### src/rtl/spi_txn_arbiter.sv
// spi_txn_arbiter: round-robin arbiter that grants one of two requesters a 16-bit full-duplex SPI exchange
// ports: req/req_data0/req_data1 requests with one-hot gnt ack; ckp/cph SPI mode; ss_n/sck/mosi/miso bus;
//        busy while a transfer runs; rsp_valid/rsp_id/rsp_data return the received word
module spi_txn_arbiter #(
  parameter int DIV = 2
) (
  input  logic        clk,
  input  logic        rst,
  input  logic [1:0]  req,
  input  logic [15:0] req_data0,
  input  logic [15:0] req_data1,
  input  logic        ckp,
  input  logic        cph,
  output logic [1:0]  gnt,
  output logic        busy,
  output logic [1:0]  ss_n,
  output logic        sck,
  output logic        mosi,
  input  logic        miso,
  output logic        rsp_valid,
  output logic        rsp_id,
  output logic [15:0] rsp_data
);
  typedef enum logic [1:0] {IDLE, SETUP, XFER, HOLD} state_t;
  state_t state_q, state_d;
  logic [7:0] cnt_q, cnt_d;
  logic [4:0] tgl_q, tgl_d, k;
  logic [15:0] tx_q, tx_d, rx_q, rx_d, rsp_data_q, rsp_data_d;
  logic [1:0] gnt_q, gnt_d, ss_n_q, ss_n_d;
  logic id_q, id_d, ckp_q, ckp_d, cph_q, cph_d, last_q, last_d;
  logic busy_q, busy_d, sck_q, sck_d, mosi_q, mosi_d;
  logic rsp_valid_q, rsp_valid_d, rsp_id_q, rsp_id_d;
  logic tick, tog, smp, shf, win;
  assign tick = cnt_q == 8'(DIV - 1);
  assign win = &req ? ~last_q : req[1];
  // k is the index of the sck toggle happening at this edge; even = leading, odd = trailing
  assign k = state_q == SETUP ? 5'd0 : tgl_q + 5'd1;
  assign tog = tick && (state_q == SETUP || (state_q == XFER && tgl_q != 5'd31));
  assign smp = tog && (k[0] == cph_q);
  // in mode cph=1 the first leading edge only launches the clock; tx[0] is already on mosi
  assign shf = tog && (cph_q ? (!k[0] && k != 5'd0) : k[0]);
  always_ff @(posedge clk)
    state_q <= !rst ? IDLE : state_d;
  always_comb begin
    state_d = state_q;
    case (state_q)
      IDLE:    state_d = |req ? SETUP : IDLE;
      SETUP:   state_d = tick ? XFER : SETUP;
      XFER:    state_d = (tick && tgl_q == 5'd31) ? HOLD : XFER;
      HOLD:    state_d = tick ? IDLE : HOLD;
      default: state_d = IDLE;
    endcase
  end
  always_comb begin
    cnt_d = (state_d != state_q || tick) ? 8'd0 : cnt_q + 8'd1;
    tgl_d = tog ? k : tgl_q;
    tx_d = shf ? tx_q >> 1 : tx_q;
    mosi_d = shf ? tx_q[1] : mosi_q;
    rx_d = smp ? {miso, rx_q[15:1]} : rx_q;
    sck_d = tog ? ~sck_q : sck_q;
    id_d = id_q;
    ckp_d = ckp_q;
    cph_d = cph_q;
    last_d = last_q;
    gnt_d = 2'b00;
    busy_d = busy_q;
    ss_n_d = ss_n_q;
    rsp_valid_d = 1'b0;
    rsp_id_d = rsp_id_q;
    rsp_data_d = rsp_data_q;
    if (state_q == IDLE && |req) begin
      id_d = win;
      ckp_d = ckp;
      cph_d = cph;
      tx_d = win ? req_data1 : req_data0;
      mosi_d = win ? req_data1[0] : req_data0[0];
      rx_d = 16'h0;
      tgl_d = 5'd0;
      sck_d = ckp;
      gnt_d = win ? 2'b10 : 2'b01;
      ss_n_d = win ? 2'b01 : 2'b10;
      busy_d = 1'b1;
    end
    if (state_q == HOLD && tick) begin
      ss_n_d = 2'b11;
      busy_d = 1'b0;
      rsp_valid_d = 1'b1;
      rsp_id_d = id_q;
      rsp_data_d = rx_q;
      last_d = id_q;
    end
  end
  always_ff @(posedge clk) begin
    if (!rst) begin
      cnt_q <= 8'd0;
      tgl_q <= 5'd0;
      tx_q <= 16'h0;
      rx_q <= 16'h0;
      id_q <= 1'b0;
      ckp_q <= 1'b0;
      cph_q <= 1'b0;
      last_q <= 1'b1;
      gnt_q <= 2'b00;
      busy_q <= 1'b0;
      ss_n_q <= 2'b11;
      sck_q <= 1'b0;
      mosi_q <= 1'b0;
      rsp_valid_q <= 1'b0;
      rsp_id_q <= 1'b0;
      rsp_data_q <= 16'h0;
    end else begin
      cnt_q <= cnt_d;
      tgl_q <= tgl_d;
      tx_q <= tx_d;
      rx_q <= rx_d;
      id_q <= id_d;
      ckp_q <= ckp_d;
      cph_q <= cph_d;
      last_q <= last_d;
      gnt_q <= gnt_d;
      busy_q <= busy_d;
      ss_n_q <= ss_n_d;
      sck_q <= sck_d;
      mosi_q <= mosi_d;
      rsp_valid_q <= rsp_valid_d;
      rsp_id_q <= rsp_id_d;
      rsp_data_q <= rsp_data_d;
    end
  end
  assign gnt = gnt_q;
  assign busy = busy_q;
  assign ss_n = ss_n_q;
  assign sck = sck_q;
  assign mosi = mosi_q;
  assign rsp_valid = rsp_valid_q;
  assign rsp_id = rsp_id_q;
  assign rsp_data = rsp_data_q;
endmodule

### config.mk
export PLATFORM = sky130hd
export DESIGN_NAME = spi_txn_arbiter
export DESIGN_NICKNAME = d
export VERILOG_FILES = /design/src/rtl/spi_txn_arbiter.sv
export SDC_FILE = /design/constraint.sdc
export NUM_CORES = 1
export LEC_CHECK = 0
export CORE_MARGIN = 2
export CORE_UTILIZATION = 50
export CTS_CLUSTER_DIAMETER = 50
export CTS_CLUSTER_SIZE = 28
export DETAILED_ROUTE_END_ITERATION = 8
export GPL_TIMING_DRIVEN = 0
export HOLD_SLACK_MARGIN = 0.1
export PLACE_DENSITY = 0.78
export SLEW_MARGIN = 0
export SYNTH_ARGS = -nofsm -noshare
export SYNTH_HDL_FRONTEND = slang
export SYNTH_SLANG_ARGS = --single-unit
### constraint.sdc
create_clock -name clk -period 4.6 [get_ports clk]
set_input_delay 0.69 -clock clk [delete_from_list [all_inputs] [get_ports clk]]
set_output_delay 0.69 -clock clk [all_outputs]
set_load 0.1 [all_outputs]
Fig. 1: run 1, routed metal, one color a layer
Only two layers are drawn.
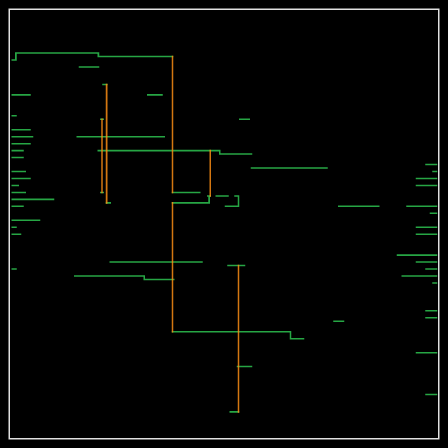
metal 4: drawn in orange, wire length 127 µm. metal 3: drawn in green, wire length 313 µm.

Fig. 2: run 1, routing congestion map
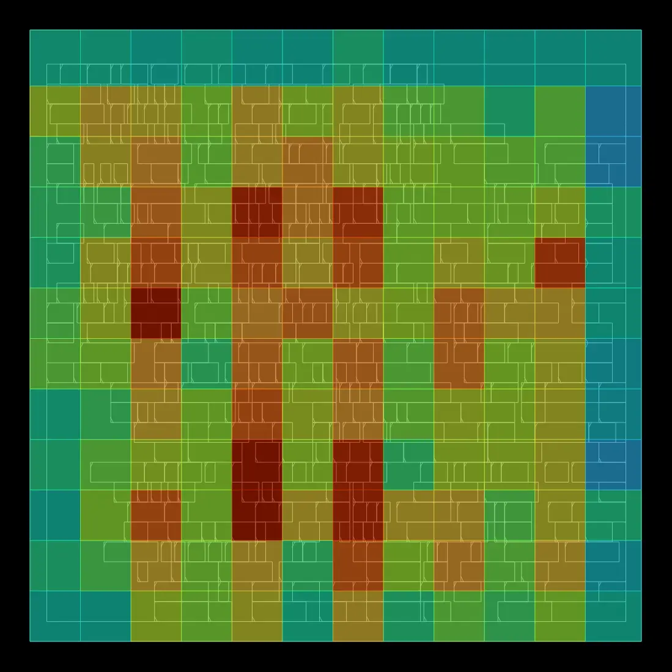
final core utilization: 0.685
met1 usage: 0.236

Fig. 3: run 1, routed clock nets over the placement
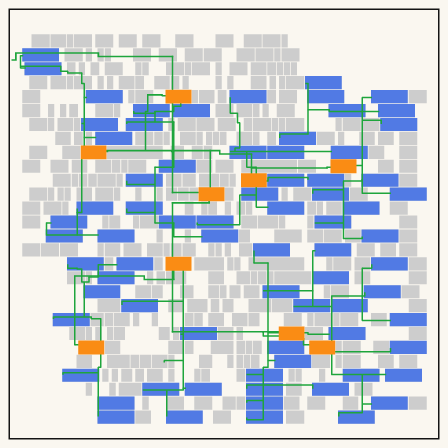
clock drivers: drawn in orange, count 9. flip-flops: drawn in blue, count 74. clock wires: drawn in green, length 868 µm.
Position of the flops: widely spread.

==> flow_metrics.tcl, run 1 <==
# metrics dict for downstream scripts
set metrics [dict create \
    status "completed" \
    period_minus_slack_ns 2.56 \
    clkPwrFrac 0.380 \
    n_fill_cell 469 \
    most_common_cell "dfxtp_1" \
    floorplan.nets 383 \
    hp-class "reg -> reg" \
    ys_sh_aoi 0.156 \
    clock.fmax_mhz 391 \
    path_class "reg -> out" \
    routed.top_layer "met4" \
    yosysWarnings 0 \
    ctsResizeCount 0 \
    endpoint "ss_n[0]" \
    critical_path.startpoint_type "register" \
    row_count 28 \
    worstMarginPinSlew_ns 0.975 \
    grt-ovfl-total 0 \
    avgSynthCellArea_um2 9.31 \
    critPathBufInv 1 \
    adder_share 0.0158 \
    finalHoldViolations 0 \
    power_leader "sequential cells" \
    place_congestion 0.791 \
    met2_usage 0.321 \
    clkSinkCount 74 \
    area_leaders "dfxtp_1 47%, mux2i_1 10%, a22o_1 8.9%" \
    dp_slack_ns 1.80 \
    top_cells_by_count "74 x dfxtp_1, 54 x nor2_1, 33 x mux2i_1" \
    rr_worst_depth 10 \
    chipArea_mm2 0.00698 \
    required_ns 3.91 \
    layout-drive-gt1-share 0.0837 \
    htreeDepth 3 \
    startpoint "ss_n[0]$_SDFFE_PP1P_" \
    mux_area_frac 0.104 \
    warning_count 27 \
    grt_pass1_wl_mm 11.0 \
    post-cts-setup-buffers 0 \
    antenna_found_initial 0 \
    yosysCellCount 340 \
    power_mw 1.58 \
    synth-main-ff-cell "dfxtp_1" \
    routed_wl_mm 6.56 \
    cp-end-kind "output pin" \
    top_logic_kind "simple AND/OR/NAND/NOR gates" \
    period_used_share 0.556 \
    use_met3 0.0623 \
    xor_area_frac 0.0277 \
    clkTransAtPathRegs_ns 0.07 \
    fp.dieH_um 83.6 \
    boundaryPins 64 \
    first_pass_iters 4 \
    cts_tree "done" \
    fp_util 0.525 \
    layout_setup_ws_ns 2.04 \
    mostFrequentLayoutCells "74 x dfxtp_1, 63 x clkdlybuf4s50_1, 54 x nor2_1" \
    cp.depth 1 \
    cpMaxStageDelayCell "clkdlybuf4s50_1" \
    async_reset_ff_frac 0 \
    max-slew-margin-rel 0.348 \
    critPathMaxStageDelay_ns 1.15 \
    vias_per_cell 5.26 \
    p_int_mw 1.15 \
    grt_setup_unrepaired "no" \
    pg_seq_mw 0.690 \
    drt_iter0_markers 94 \
    cts_made_buffers 9 \
    cp_cell_sequence "clkdlybuf4s50_1" \
    skew_ns 0.0109 \
    whs_endpoint "tx_q[8]$_SDFFE_PN0P_" \
    hold_buffers 0 \
    p_comb_mw 0.292 \
    power_density_mw_per_mm2 384 \
    worstHoldStart "tx_q[8]$_SDFFE_PN0P_" \
    clk-power_mw 0.601 \
    die_x_um 83.6 \
    power.leakage_nw 1.66 \
    synth.distinct_cells 40 \
    reg2reg_slack_ns 2.18 \
    yosys.area_share.simple 0.161 \
    ys_ff 74 \
    combPwrFrac 0.184 \
    wirelength_met1_mm 3.02 \
    cts_root_buffer "clkbuf_8" \
    first_global_vias 2434 \
    edf_count 0 \
    lay_top_count "dfxtp_1" \
    core_area_mm2 0.00603 \
    drv_cap 0 \
    yosys.area.top_type_share 0.468 \
    met3_length_um 312 \
    met2WireLength_mm 3.10 \
    vias 2593 \
    ys_area_mm2 0.00316 \
    p_sw_mw 0.436 \
    syn_inst 340 \
    critPathArrivalTime_ns 1.87 \
    cts_buffer_depth 2 \
    fin_tns_setup_ns 0 \
    wl_per_cell_um 13.3 \
    nNetsFinal 457 \
    postSynthSeqShare 0.468 \
    finalMaxSlewViolations 0 \
    port_buffers 63 \
    synth_area_mm2 0.00316 \
    hpwl_mm 4.74 \
    largest_area_cell "dfxtp_1" \
    switching_share 0.275 \
    ir_drop_mv 0.287 \
    crit_fanout 2 \
    grt_max_degree 14 \
    hold_depth 2 \
    r2r-start "tgl_q[0]$_SDFFE_PP0P_" \
    grt_busiest_layer "met2" \
    antenna_left 0 \
]
==> run 1: final cells by class <==
cell class,instances,area [µm²],area share
buffer,21,145,0.0352
multi-input combinational,227,1470,0.356
clock inverter,6,114,0.0276
timing repair buffer,63,631,0.153
inverter,18,67.6,0.0164
sequential,74,1480,0.359
tap,75,93.8,0.0227
clock buffer,9,124,0.0300
==> run 1: stage by stage <==
stage | cells | hold WS [ns] | cell area [µm²] | utilization
3_3_place_gp | 478 | 0.446 | 3890 | 0.645
6_report | 493 | 0.464 | 4130 | 0.685
5_1_grt | 493 | 0.477 | 4130 | 0.685
3_5_place_dp | 478 | 0.458 | 3890 | 0.645
4_1_cts | 493 | 0.469 | 4130 | 0.685
2_1_floorplan | 340 | 0.439 | 3160 | -
Fig. 4: run 1, placed cells, one color a class
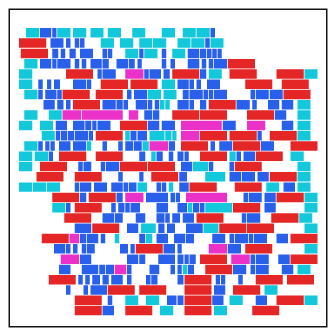

==> run 1 -> run 2 <==
--- a/config.mk
+++ b/config.mk
@@ -6,13 +6,13 @@
 export NUM_CORES = 1
 export LEC_CHECK = 0
 export CORE_MARGIN = 2
-export CORE_UTILIZATION = 50
+export CORE_UTILIZATION = 46
 export CTS_CLUSTER_DIAMETER = 50
 export CTS_CLUSTER_SIZE = 28
 export DETAILED_ROUTE_END_ITERATION = 8
 export GPL_TIMING_DRIVEN = 0
 export HOLD_SLACK_MARGIN = 0.1
-export PLACE_DENSITY = 0.78
+export PLACE_DENSITY = 0.76
 export SLEW_MARGIN = 0
 export SYNTH_ARGS = -nofsm -noshare
 export SYNTH_HDL_FRONTEND = slang
==> constraint.sdc (replaced) <==
create_clock -name clk -period 2.19 [get_ports clk]
set_input_delay 0.3285 -clock clk [delete_from_list [all_inputs] [get_ports clk]]
set_output_delay 0.3285 -clock clk [all_outputs]
set_load 0.1 [all_outputs]
Fig. 5: run 2, placed cells, one color a class
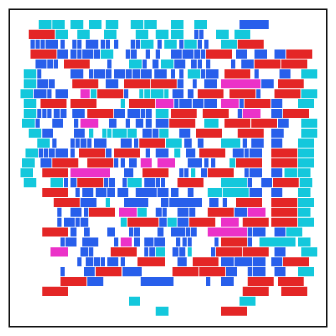
flops: drawn in red, cells 74, share of their area 35%. combinational and other logic: drawn in blue, cells 245, share of their area 38%. clock drivers and dummy loads: drawn in magenta, cells 15, share of their area 5.7%. other buffers and delay cells: drawn in cyan, cells 90, share of their area 21%.

==> run 2 against run 1 <==
Against the previous run: final area increased by 4.9%; non-clock buffer count increased by 6; first-iteration DRC count decreased by 21%; area after synthesis unchanged; total power increased by 110%; combinational power increased by 120%; critical path type is now reg -> reg.
==> flow_metrics.tcl, run 2 <==
# metrics dict for downstream scripts
set metrics [dict create \
    core_area_mm2 0.00672 \
    layout-drive-gt1-share 0.120 \
    finalHoldViolations 0 \
    mux_area_frac 0.104 \
    design_area_mm2 0.00433 \
    combPwrFrac 0.190 \
    cts_buffer_depth 2 \
    n_fill_cell 558 \
    adder_share 0.0158 \
    period_used_share 0.997 \
    most_common_cell "dfxtp_1" \
    ys_area_mm2 0.00316 \
    boundaryPins 64 \
    grt_setup_unrepaired "yes" \
    clock.fmax_mhz 458 \
    buffer_area_frac 0.207 \
    drt_iter0_markers 74 \
    first_pass_iters 4 \
    hpwl_mm 4.72 \
    skew_ns 0.00936 \
    dp.cells 483 \
    power_leader "sequential cells" \
    vias_per_cell 5.24 \
    avgSynthCellArea_um2 9.31 \
    layout_setup_ws_ns 0.00678 \
    fp.dieH_um 86.9 \
    mostFrequentLayoutCells "72 x dfxtp_1, 54 x nor2_1, 45 x clkdlybuf4s50_1" \
    cpMaxStageDelayCell "dfxtp_2" \
    place_congestion 0.852 \
    largest_area_cell "dfxtp_1" \
    clk-power_mw 1.28 \
    fp_util 0.471 \
    antenna_left 0 \
    clkTransAtPathRegs_ns 0.07 \
    fin_tns_setup_ns 0 \
    async_reset_ff_frac 0 \
    required_ns 2.41 \
    synth_area_mm2 0.00316 \
    warning_count 28 \
    regArea_mm2 0.00149 \
    ys_sh_aoi 0.156 \
    placed_area_mm2 0.00389 \
    drv_cap 0 \
    area_leaders "dfxtp_1 47%, mux2i_1 10%, a22o_1 8.9%" \
    worst_hold_slack_ns 0.467 \
    path_class "reg -> reg" \
    row_count 30 \
    top_logic_kind "simple AND/OR/NAND/NOR gates" \
    dp_slack_ns -0.200 \
    n_all_buffers 90 \
    htreeDepth 3 \
    post-cts-setup-buffers 3 \
    pg_seq_mw 1.45 \
    lay_top_count "dfxtp_1" \
    switching_share 0.279 \
    power.leakage_nw 1.99 \
    power_mw 3.37 \
    yosys.area.top_type_share 0.468 \
    hold_buffers 0 \
    status "completed" \
    routed_wl_mm 7.02 \
    cts_made_buffers 9 \
    clkSinkCount 74 \
    p_int_mw 2.43 \
    critPathArrivalTime_ns 2.41 \
    p_comb_mw 0.641 \
    yosysCellCount 340 \
    yosysWarnings 0 \
]
Fig. 6: run 2, routed clock nets over the placement
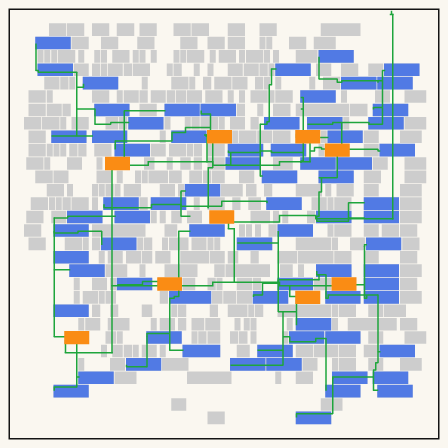
clock drivers: drawn in orange, count 9. flip-flops: drawn in blue, count 74. clock wires: drawn in green, length 908 µm.
Position of the flops: widely spread.

## run 2: path summary, 6_finish.rpt
kind                                            start                    to  slack [ns]  cells past startpoint
worst max-delay path            tgl_q[1]$_SDFFE_PP0P_  rx_q[4]$_SDFFE_PP0P_       0.007                     10
worst min-delay path             tx_q[8]$_SDFFE_PN0P_  tx_q[8]$_SDFFE_PN0P_        0.47                      2
worst max register to register  tgl_q[1]$_SDFFE_PP0P_  rx_q[4]$_SDFFE_PP0P_       0.007                     10
worst min register to register   tx_q[8]$_SDFFE_PN0P_  tx_q[8]$_SDFFE_PN0P_        0.47                      2
## run 2: metal layers
layer	global-route usage	routed length [µm]	part of all wire	up-vias
met5	0	0	0	-
li1	-	-	-	1318
met1	0.228	3050	0.43	1257
met3	0.0616	290	0.041	13
met2	0.323	3560	0.51	54
met4	0.0582	125	0.018	0
Power is estimated from default activity; no workload was simulated.
